==> src/rtl/ifetch_unit.sv <==
// Non-pipelined instruction fetch/sequencing unit: fetches one word, waits for the
// registered decoder, waits for the datapath, then selects the next PC.
module ifetch_unit #(
    parameter logic [31:0] RESET_PC = 32'h0000_0000,
    parameter int          DEC_LAT  = 1
) (
    input  logic        clk,
    input  logic        reset,
    output logic        imem_req,
    output logic [31:0] imem_addr,
    input  logic        imem_ack,
    input  logic [31:0] imem_rdata,
    output logic [31:0] instr,
    output logic [5:0]  opcode,
    output logic [5:0]  funct,
    output logic        instr_valid,
    input  logic        Jump,
    input  logic        Branch,
    input  logic        JumpSel,
    input  logic        br_taken,
    input  logic [31:0] jr_target,
    input  logic        exec_done,
    input  logic        halt,
    output logic [31:0] pc,
    output logic [31:0] link_addr,
    output logic        halted,
    output logic [31:0] retired
);

    typedef enum logic [1:0] {
        S_FETCH  = 2'd0,
        S_DECODE = 2'd1,
        S_EXEC   = 2'd2,
        S_HALT   = 2'd3
    } state_t;

    localparam logic [3:0] DEC_LAST = 4'(DEC_LAT - 1);

    state_t      state;
    state_t      state_next;
    logic [3:0]  cnt;
    logic        accept;
    logic        retire;
    logic [31:0] pc_plus4;
    logic [31:0] pc_next;

    function automatic logic [31:0] next_pc_f(
        input logic [31:0] cur_p4,
        input logic [25:0] idx,
        input logic [29:0] jr_word,
        input logic        jump,
        input logic        branch,
        input logic        jsel,
        input logic        taken
    );
        logic signed [31:0] br_off;
        br_off = {{14{idx[15]}}, idx[15:0], 2'b00};
        // Jump outranks Branch when the decoder raises both.
        if (jump && jsel) begin
            next_pc_f = {jr_word, 2'b00};
        end else if (jump) begin
            next_pc_f = {cur_p4[31:28], idx, 2'b00};
        end else if (branch && taken) begin
            next_pc_f = cur_p4 + br_off;
        end else begin
            next_pc_f = cur_p4;
        end
    endfunction

    assign pc_plus4  = pc + 32'd4;
    assign link_addr = pc_plus4;
    assign imem_addr = pc;
    assign opcode    = instr[31:26];
    assign funct     = instr[5:0];
    assign halted    = (state == S_HALT);

    // The request register is low right after reset, so a stale ack is never accepted.
    assign accept = (state == S_FETCH) && imem_req && imem_ack;
    assign retire = (state == S_EXEC) && exec_done && !halt;
    assign pc_next = next_pc_f(pc_plus4, instr[25:0], jr_target[31:2],
                               Jump, Branch, JumpSel, br_taken);

    always_comb begin
        state_next = state;
        case (state)
            S_FETCH: begin
                if (accept) begin
                    state_next = S_DECODE;
                end
            end
            S_DECODE: begin
                if (halt) begin
                    state_next = S_HALT;
                end else if (cnt == DEC_LAST) begin
                    state_next = S_EXEC;
                end
            end
            S_EXEC: begin
                if (halt) begin
                    state_next = S_HALT;
                end else if (exec_done) begin
                    state_next = S_FETCH;
                end
            end
            default: state_next = S_HALT;
        endcase
    end

    always_ff @(posedge clk) begin
        if (reset) begin
            state       <= S_FETCH;
            pc          <= RESET_PC;
            instr       <= 32'd0;
            instr_valid <= 1'b0;
            imem_req    <= 1'b0;
            retired     <= 32'd0;
            cnt         <= 4'd0;
        end else begin
            state       <= state_next;
            imem_req    <= (state_next == S_FETCH);
            instr_valid <= accept;
            if (accept) begin
                instr <= imem_rdata;
                cnt   <= 4'd0;
            end else if (state == S_DECODE) begin
                cnt <= cnt + 4'd1;
            end
            if (retire) begin
                pc      <= pc_next;
                retired <= retired + 32'd1;
            end
        end
    end

endmodule

==> config.mk <==
export PLATFORM = sky130hd
export DESIGN_NAME = ifetch_unit
export DESIGN_NICKNAME = d
export VERILOG_FILES = /design/src/rtl/ifetch_unit.sv
export SDC_FILE = /design/constraint.sdc
export NUM_CORES = 1
export LEC_CHECK = 0
export CAP_MARGIN = 20
export CORE_AREA = 2 2 117 141
export DETAILED_ROUTE_END_ITERATION = 7
export DIE_AREA = 0 0 119 143
export GPL_ROUTABILITY_DRIVEN = 0
export PLACE_DENSITY = 0.81
export SLEW_MARGIN = 20
export SYNTH_ARGS = -nofsm -noshare
export SYNTH_HDL_FRONTEND = slang
export SYNTH_SLANG_ARGS = --single-unit
==> constraint.sdc <==
create_clock -name clk -period 4.6 [get_ports clk]
set_clock_uncertainty 0.15 [all_clocks]
set_input_delay 1.15 -clock clk [delete_from_list [all_inputs] [get_ports clk]]
set_output_delay 1.15 -clock clk [all_outputs]
set_load 0.02 [all_outputs]
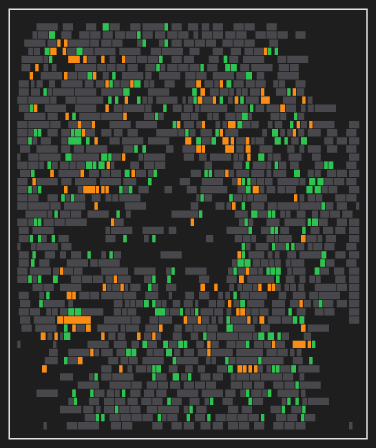
**Above:** gate families picked out.
| family | colour | cells | where |
|---|---|---|---|
| NOR gates | orange | 117 | spread over the die |
| NAND gates | green | 212 | spread over the die |
most frequent logic cell in the layout: clkdlybuf4s50_1
Finished Layout Cells: 1342
combinational share of cell area: 47.3%

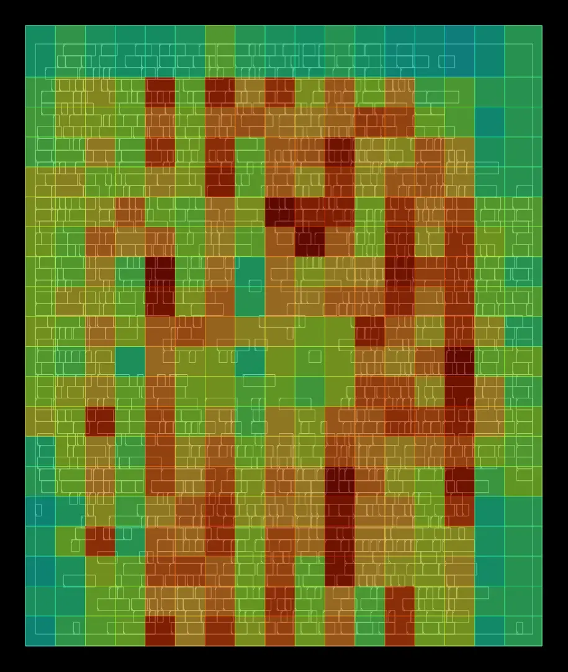
**Above:** routing congestion.
met3 Use GR: 4.91%
WL/cell: 17.3 um
GR Util met1: 31.7%
GR Util All Layers: 26.8%

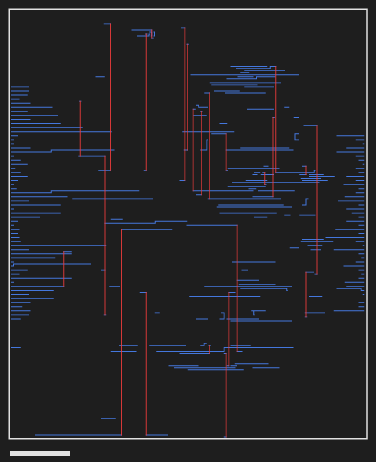
**Above:** routed metal, one colour a layer.
The bar under the picture is 20 um long. Only two layers are drawn.
| layer | colour | wire length |
|---|---|---|
| met4 | red | 716 um |
| met3 | blue | 1790 um |
DR vias: 7629
WL final: 23200 um

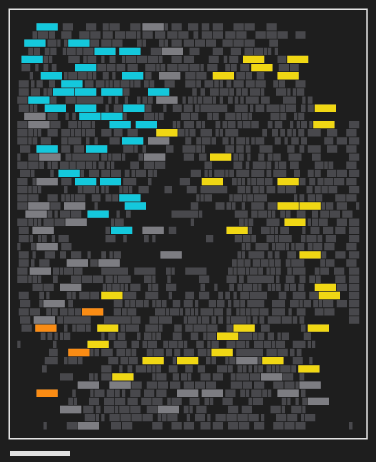
**Above:** where the registers sit.
The bar under the picture is 20 um long. Other sequential cells in the stronger grey, the rest of the logic in the fainter grey.
| signal | colour | placed flops |
|---|---|---|
| imem_addr | yellow | 30 |
| retired | cyan | 32 |
| cnt | orange | 4 |
sequential power: 0.936 mW
Reg area: 2040 um2

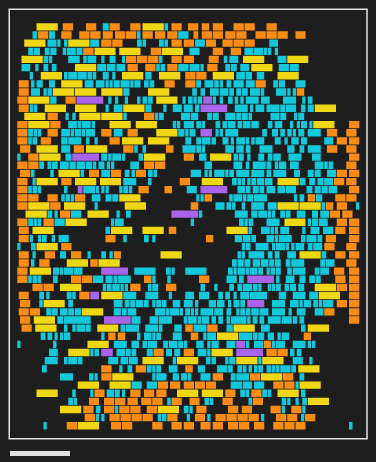
**Above:** placed cells, one colour a class.
The bar under the picture is 20 um long.
| class | colour | cells | share of their area |
|---|---|---|---|
| clock drivers and dummy loads | purple | 16 | 3.1% |
| all other logic | cyan | 758 | 49% |
| other buffers and delay cells | orange | 258 | 26% |
| flip-flops | yellow | 102 | 21% |
fin util: 63.1%
Rows: 50
Design Area, Final: 9830 um2

==> Changelog: implementation <==
### Changed

- Chip area: 17000 um2
- Die height: 143 um
- Non-clock buffers: 258
- CP endpoint kind: output pin
- Detail Placement HPWL: 17400 um
- Combinational share of power: 18.6%
- Worst-case clock buffer depth: 2
- Core ar.: 15600 um2
- Syn Inst Count: 947
- Period utilisation layout: 96.5%
- Top Ports: 248
- Initial DRC count: 474
- Yosys Instances: 947
- YS warnings: 0
- Dpl cell area: 9540 um2
- Post-CTS Setup Bufs: 0
- LEAKAGE: 3.66 nW
- Post-synth EDFFs: 0
- First-pass GRT wire length: 36800 um
- RSZ-0062 raised after global routing: no
- Switching pwr: 0.645 mW
- Critical path class: register to output pin
- Pwr per Cell Area: 215 nW/um2
- # Max-Cap Violations: 0
- Final min period: 4440 ps
- Layout cells sized above 1: 4.85%
- Combinational Gates: 743
- Clock sink count: 102
- Number of clock buffers in the layout: 9
- Drt drc: 0
- Final setup violating endpoints: 0
- Seq/total area: 20.8%
- Nets@finish: 1242
- CP startpoint kind: register
- Diodes inserted: 0
- Syn_area_per_cell: 7.65 um2
- Max-slew violations: 0
- Dominant combinational family: simple AND/OR/NAND/NOR gates
- Overflow after GRT: 0
- Hold WC Path Type: register to register
- Final hold vios: 0
- FILL cells: 1346
- Ys flop type: dfxtp_1
- Largest net degree at the start of global routing: 64
- Min Hold Slack: 309 ps
- WP data arrival: 3140 ps
- Most frequent cells in the layout: 237 x clkdlybuf4s50_1, 147 x nand2_1, 102 x dfxtp_1
- Register share after synthesis: 28.2%
- Flop count: 102
- Setup TNS: 0 ps
- Register share of total power: 44.3%
- Placed Cells: 1326
- Status: finished, final reports clean
- Clk cell area share: 3.00%
- Simple share: 24.4%
- Clock Power Share: 37.1%
- Design Power: 2.11 mW
- Logic inverters: 15
- Xor+xnor area frac: 8.95%
- Vias in the first global route: 7229
- MUX share of area: 4.03%
- # hold bufs at CTS: 0
- Max frequency: 0.225 GHz
- Worst-path clk slew: 80 ps
- Max FO, Critical Path: 8
- Htree depth: 3
- Critical Path RT: 3300 ps
- CTS tree: yes
- Synth flops: 102
- Routed Antenna Nets: 0
- Root buf cell: clkbuf_16
- Aoi share: 19.3%
- Detailed-router iteration count before antenna repair: 7
- Slew Limit Headroom: 38.5%
- Switching share of power: 30.5%
- Adder Share, Synth: 7.02%
- CP max stage delay: 680 ps
- Insertion delay at the late pin of the worst-skew pair: 370 ps
- Non-clock buffer share of cell area: 25.7%
- Maximum VDD drop: 0.205 mV
[final timing paths]
| path | slack [ps] | end | cells after the start | start |
|---|---|---|---|---|
| max | 160 | link_addr[29] | 6 | imem_addr[4]$_SDFFE_PP0P_ |
| min | 310 | instr[15]$_SDFFE_PP0P_ | 2 | instr[15]$_SDFFE_PP0P_ |
| max reg2reg | 340 | imem_addr[30]$_SDFFE_PP0P_ | 13 | imem_addr[4]$_SDFFE_PP0P_ |
| min reg2reg | 310 | instr[15]$_SDFFE_PP0P_ | 2 | instr[15]$_SDFFE_PP0P_ |
[Yosys cell counts, drive strengths merged, types with 29 or more instances]
cell type	number	area [um2]
xnor2	46	403
nand2	147	552
nand3	30	155
o21ai	30	150
ha	39	488
dfxtp	102	2040
clkbuf	42	158
nand4	29	188
buf	50	369
a21oi	99	495
nor2	89	349
[power groups by stage]
stage / clock, mW / sequential (mW) / combinational (mW)
2_1_floorplan: 0 / 0.977 / 0.202
3_3_place_gp: 0 / 0.956 / 0.385
3_5_place_dp: 0 / 0.957 / 0.390
4_1_cts: 0.793 / 0.936 / 0.393
5_1_grt: 0.823 / 0.940 / 0.426
6_report: 0.785 / 0.936 / 0.394
[worst max-delay path: cells and delay by family, from the launching register on]
kind                   cells  cell delay (ps)
XOR/XNOR                   1              310
AND/OR/NAND/NOR            4             1320
buffers and inverters      1              680
flip-flops                 1              480
[metal layers]
metal | GRT usage, % | routed length, um | up-vias
li1 | - | - | 3685
met1 | 31.7 | 9190 | 3558
met2 | 46.9 | 11500 | 334
met3 | 4.91 | 1790 | 52
met4 | 12.2 | 716 | 0
met5 | 0 | 0 | -
[per-stage QoR]
step	worst slack [ps]	util, %
after floorplan	399	-
after CTS	155	63.1
after global routing	11.8	63.1
final	160	63.1
after detailed placement	406	61.2
after global placement	489	61.2
Power and IR drop assume default switching activity.
